File: src/rtl/weight_pattern_gen_pkg.sv
// Shared types and helpers for the weight pattern generator: default width,
// FSM encoding and the final (top-aligned) pattern of a weight-k run.
package weight_pattern_pkg;
    localparam int W_DEF = 8;
    localparam int W_MAX = 16;

    typedef enum logic [1:0] {
        S_IDLE = 2'd0,
        S_EMIT = 2'd1,
        S_FIN  = 2'd2
    } state_e;

    // ((1<<k)-1) << (w-k): the k ones packed against the MSB of a w-bit word
    function automatic logic [W_MAX-1:0] final_pattern(input int w, input int k);
        logic [W_MAX-1:0] f;
        for (int i = 0; i < W_MAX; i++) begin
            f[i] = (i < w) && (i >= w - k);
        end
        return f;
    endfunction
endpackage

File: src/rtl/weight_pattern_gen_if.sv
// Start/weight request and valid/ready pattern stream of the generator.
interface weight_pattern_gen_if #(
    parameter int W  = weight_pattern_pkg::W_DEF,
    parameter int KW = $clog2(W + 1)
) ();
    logic          start;
    logic [KW-1:0] weight;
    logic          busy;
    logic          out_valid;
    logic          out_ready;
    logic [W-1:0]  pattern;
    logic          last;
    logic [W-1:0]  count;
    logic          done;
    logic          err;

    modport master (
        input  start, weight, out_ready,
        output busy, out_valid, pattern, last, count, done, err
    );

    modport slave (
        output start, weight, out_ready,
        input  busy, out_valid, pattern, last, count, done, err
    );
endinterface

File: src/rtl/weight_pattern_gen_gosper.sv
// Combinational Gosper step: smallest word above x with the same popcount.
// Evaluated in W+1 bits; never applied to the final pattern of a run.
module gosper_next #(
    parameter int W = 8
) (
    input  logic [W-1:0] x,
    output logic [W-1:0] nxt
);
    localparam int TW = $clog2(W);

    logic [W:0]    xe, c, r, sh, res;
    logic [TW-1:0] tz;
    logic          unused_msb;

    always_comb begin
        xe = {1'b0, x};
        c  = xe & (~xe + 1'b1);
        r  = xe + c;
        // c is one-hot, so this priority encoder is simply its bit index
        tz = '0;
        for (int i = W - 1; i >= 0; i--) begin
            if (c[i]) tz = TW'(i);
        end
        sh  = ((xe ^ r) >> 2) >> tz;
        res = r | sh;
        nxt = res[W-1:0];
    end

    assign unused_msb = res[W] ^ c[W];
endmodule

File: src/rtl/weight_pattern_gen.sv
// Emits every W-bit word of popcount k in ascending order over a valid/ready
// stream; a k>W request is rejected with a done/err pulse.
module weight_pattern_gen
    import weight_pattern_pkg::*;
#(
    parameter int W = W_DEF
) (
    input logic                 clk,
    input logic                 rst_n,
    weight_pattern_gen_if.master io
);
    state_e       state_q, state_d;
    logic [W-1:0] pat_q, pat_d, fin_q, fin_d, cnt_q, cnt_d;
    logic         last_q, last_d, busy_q, busy_d, vld_q, vld_d;
    logic         done_q, done_d, err_q, err_d;

    logic [W-1:0]     first_w, fin_w, nxt_w;
    logic [W_MAX-1:0] fin_full;
    logic             unused_fin;

    gosper_next #(.W(W)) u_next (.x(pat_q), .nxt(nxt_w));

    always_comb begin
        for (int i = 0; i < W; i++) first_w[i] = (i < int'(io.weight));
        fin_full = final_pattern(W, int'(io.weight));
        fin_w    = fin_full[W-1:0];
    end
    assign unused_fin = ^fin_full;

    always_comb begin
        state_d = state_q;
        pat_d   = pat_q;
        fin_d   = fin_q;
        cnt_d   = cnt_q;
        last_d  = last_q;
        busy_d  = busy_q;
        vld_d   = vld_q;
        done_d  = 1'b0;
        err_d   = 1'b0;
        case (state_q)
            S_IDLE: if (io.start) begin
                cnt_d = '0;
                if (int'(io.weight) > W) begin
                    state_d = S_FIN;
                    done_d  = 1'b1;
                    err_d   = 1'b1;
                end else begin
                    state_d = S_EMIT;
                    pat_d   = first_w;
                    fin_d   = fin_w;
                    last_d  = (first_w == fin_w);
                    vld_d   = 1'b1;
                    busy_d  = 1'b1;
                end
            end
            S_EMIT: if (io.out_ready) begin
                cnt_d = (cnt_q == '1) ? cnt_q : cnt_q + 1'b1;
                if (last_q) begin
                    state_d = S_FIN;
                    last_d  = 1'b0;
                    vld_d   = 1'b0;
                    busy_d  = 1'b0;
                    done_d  = 1'b1;
                end else begin
                    pat_d  = nxt_w;
                    last_d = (nxt_w == fin_q);
                end
            end
            default: state_d = S_IDLE;
        endcase
    end

    always_ff @(posedge clk) begin
        if (!rst_n) begin
            state_q <= S_IDLE;
            pat_q   <= '0;
            fin_q   <= '0;
            cnt_q   <= '0;
            last_q  <= 1'b0;
            busy_q  <= 1'b0;
            vld_q   <= 1'b0;
            done_q  <= 1'b0;
            err_q   <= 1'b0;
        end else begin
            state_q <= state_d;
            pat_q   <= pat_d;
            fin_q   <= fin_d;
            cnt_q   <= cnt_d;
            last_q  <= last_d;
            busy_q  <= busy_d;
            vld_q   <= vld_d;
            done_q  <= done_d;
            err_q   <= err_d;
        end
    end

    assign io.pattern   = pat_q;
    assign io.count     = cnt_q;
    assign io.last      = last_q;
    assign io.busy      = busy_q;
    assign io.out_valid = vld_q;
    assign io.done      = done_q;
    assign io.err       = err_q;
endmodule

File: src/flat_wrapper.sv
// flat-port wrapper written by rule: the top's interface ports become plain ports
module weight_pattern_gen_flat import weight_pattern_pkg::*;
#(
    parameter int W = W_DEF
)
  (clk, rst_n, io_start, io_weight, io_out_ready, io_busy, io_out_valid, io_pattern, io_last, io_count, io_done, io_err);
  weight_pattern_gen_if #(.W(W)) io_i ();
  input logic clk;
  input logic rst_n;
  input wire logic [$bits(io_i.start)-1:0] io_start;
  input wire logic [$bits(io_i.weight)-1:0] io_weight;
  input wire logic [$bits(io_i.out_ready)-1:0] io_out_ready;
  output wire logic [$bits(io_i.busy)-1:0] io_busy;
  output wire logic [$bits(io_i.out_valid)-1:0] io_out_valid;
  output wire logic [$bits(io_i.pattern)-1:0] io_pattern;
  output wire logic [$bits(io_i.last)-1:0] io_last;
  output wire logic [$bits(io_i.count)-1:0] io_count;
  output wire logic [$bits(io_i.done)-1:0] io_done;
  output wire logic [$bits(io_i.err)-1:0] io_err;
  assign io_i.start = io_start;
  assign io_i.weight = io_weight;
  assign io_i.out_ready = io_out_ready;
  assign io_busy = io_i.busy;
  assign io_out_valid = io_i.out_valid;
  assign io_pattern = io_i.pattern;
  assign io_last = io_i.last;
  assign io_count = io_i.count;
  assign io_done = io_i.done;
  assign io_err = io_i.err;
  weight_pattern_gen #(.W(W)) u_core (.clk(clk), .rst_n(rst_n), .io(io_i));
endmodule
File: config.mk
export PLATFORM = sky130hd
export DESIGN_NAME = weight_pattern_gen_flat
export DESIGN_NICKNAME = d
export VERILOG_FILES = /design/src/rtl/weight_pattern_gen_pkg.sv /design/src/rtl/weight_pattern_gen_if.sv /design/src/rtl/weight_pattern_gen_gosper.sv /design/src/rtl/weight_pattern_gen.sv /design/src/flat_wrapper.sv
export SDC_FILE = /design/constraint.sdc
export NUM_CORES = 1
export LEC_CHECK = 0
export CORE_MARGIN = 3
export CORE_UTILIZATION = 51
export CTS_CLUSTER_DIAMETER = 120
export DETAILED_ROUTE_END_ITERATION = 6
export PLACE_DENSITY = 0.85
export SLEW_MARGIN = 15
export SYNTH_ARGS = -nofsm -noshare
export SYNTH_HDL_FRONTEND = slang
export SYNTH_SLANG_ARGS = --single-unit
File: constraint.sdc
create_clock -name clk -period 2.5 [get_ports clk]
set_clock_uncertainty 0.05 [all_clocks]
set_input_delay 0.5 -clock clk [delete_from_list [all_inputs] [get_ports clk]]
set_output_delay 0.5 -clock clk [all_outputs]
set_load 0.005 [all_outputs]
### Cells by drive strength

Drawn at 6 px/µm.
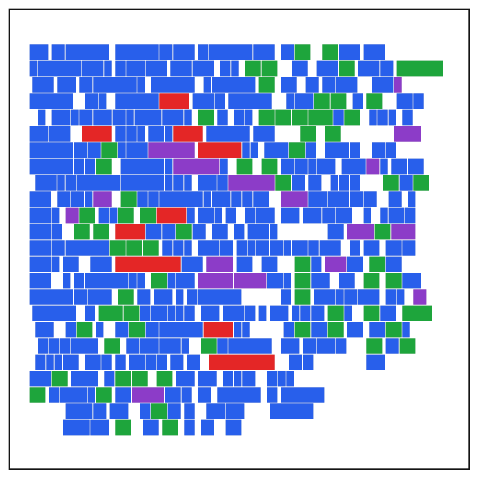
Green shows _3 and _4 cells, cells 68, share 16%. Purple shows _2 cells, cells 17, share 4.1%. Blue shows _0 and _1 cells, cells 322, share 77%. Red shows _6 and larger, cells 9, share 2.2%.

### Pin map

Drawn at 6 px/µm. Pins as bars across the die edge, other pins in grey.
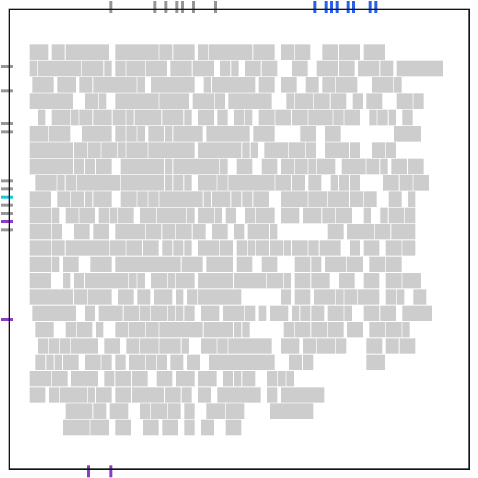
Cyan shows io_out_ready, pins 1, direction input, edge left. Blue shows io_pattern, pins 8, direction output, edge top. Purple shows io_weight, pins 4, direction input, edge 2 bottom, 2 left.

==> results_slide.txt <==
Synthesis and Place & Route Summary

Outcome
  – Status: complete, no violations

Setup path
  – Reg2Reg Depth: 7
  – CP max stage cell: or4_4
  – Crit path max-delay family: simple AND/OR/NAND/NOR gates
  – Reg2reg end: u_core.io.last
  – Critical path class: register to register
  – Levels on crit path: 7
  – R2r setup slk: around 0.032 ns
  – CP Launch Point: u_core.io.pattern[1]
  – Crit path DAT: 2.61 ns
  – Worst Path Buf+Inv: 0
  – Crit-path max FO: 6
  – Crit path to: u_core.io.last
  – CP Capture Type: register
  – Worst setup SP type: register
  – CP Data Required Time: 2.64 ns

Synthesis
  – Yosys cell count: 342
  – Top post-synthesis cells by count: a21oi_1 (30), dfxtp_1 (30), nand2_1 (28), nor2_1 (28), nor3_1 (23)
  – Syn_area_per_cell: 7.39 µm²
  – Simple Share, Synth: ~29%
  – Flip-flops with a built-in enable: 0
  – Synth Seq Share: 23.8%
  – Max-area cell share: 23.8%
  – Synth async-reset ratio: 0%
  – Adders+Majority by Area: 2.97%
  – Area leader, netlist: dfxtp_1
  – Post-synth regs: 30
  – Net count after synthesis: 356
  – Top cells, area: dfxtp_1 (24%), a21oi_1 (5.9%), nor3_1 (4.6%), nand2_1 (4.2%), nor2_1 (4.2%)
  – Mux frac, synth: between 1.5 and 2%
  – Post-synthesis chip area from yosys: 0.00253 mm²
  – Dominant synthesized flop cell: dfxtp_1

Min path
  – Hold Startpoint: u_core.fin_q[5]
  – Hold Path Sink: u_core.fin_q[5]
  – Hold depth: 2
  – Min-Delay Path Class: register to register

Final layout
  – Non-Filler Instances: ~480
  – Seq/total area: 17.5%
  – Non-clk buf share: 22.6%
  – Registers: 30
  – Combinational Area: 0.00180 mm²
  – Cell area after layout: around 0.0034 mm²
  – Inverters, non-clock: 10
  – Leading cell kind: logic gates
  – Clk_buf instances: 6
  – # fillers: 323
  – Clock-cell share: 4.14%
  – Multi-Input Combinational: between 200 and 300
  – Top cell excl fill/tap: buf_4
  – Ratio of cells with drive above 1 in the final layout: a little under a quarter
  – Synth-to-layout area growth: 36.3%
  – Diodes inserted: 0
  – Seq. cell area: 604 µm²

GRT
  – Global-route wire length before repair: approximately 14,000 µm
  – GRT Residual Overflow: 0
  – Gr busiest metal: met2
  – M1 GR Usage: 32.7%
  – Met3 usage: around 4.6%
  – Pin count of the biggest net entering global routing: 27
  – GR Util met2: between 50% and 60%
  – Initial antenna violation count: 0
  – Vias in the first global route: 2,992
  – GRT Total Usage: 29.3%

Timing
  – Final max-slew violation count: 0
  – Final min period: 2.47 ns
  – Finish-stage setup viols: 0
  – Final worst path period share: 98.7%
  – Setup TNS: 0 ns
  – Worst hold slack: 0.429 ns
  – Slew @ Worst Pin: between 0.5 and 0.6 ns
  – Hold Violations, Final: 0
  – Maximum clock rate: approximately 400 MHz
  – Relative slew slack: between 60 and 70%

Die
  – IO Pins: 29
  – Die width: 76.4 µm
  – Initial Util: 55.4%
  – Chip area: 0.00584 mm²

Placement
  – Dpl cell area: 0.00326 mm²
  – Placed Instances: 471
  – DPL Wire Length: between 6000 and 7000 µm
  – I/O Buffers: 28
  – RePlAce Congestion: between 0.9 and 1
  – Post-place setup slack: -0.388 ns

Power and ir drop
  – Clock Power: roughly 600 µW
  – P_leak: ~1.4 nW
  – Power, Total: 2.19 mW
  – IR drop worst, VDD: 0.000433 V
  – Seq pwr share: 26.0%
  – Top power consumer group: combinational logic
  – Seq group: between 500 and 600 µW
  – Clock power frac: 28.0%

Clock tree
  – Post-CTS sizing: 5
  – CTS root buf: clkbuf_8
  – TritonCTS buffer count: 5
  – Max Buffers Root-to-Sink: 2
  – Clock transition at path regs: 0.06 ns
  – H-tree levels: 2
  – CTS Hold Bufs: 0
  – Post-CTS Setup Repair Bufs: 1
  – CTS sink cnt: 30
  – CTS tree: built

Routing
  – Met3 wire length: 662 µm
  – DRT Wirelength: 8740 µm
  – DR pass1 iterations: 5
  – Met2 Routed Length: 4380 µm
  – M1 WL: 3400 µm
  – Remaining DRCs: 0
  – Antenna Violating Nets Remaining: 0
  – 1st-iter DRT viols: between 200 and 300
  – Via count: 3,061
  – Vias/cell: approximately 6.4

Run
  – Max-Cap Viols: 0
Power figures rest on the tool's default switching activity, not on a simulated workload.
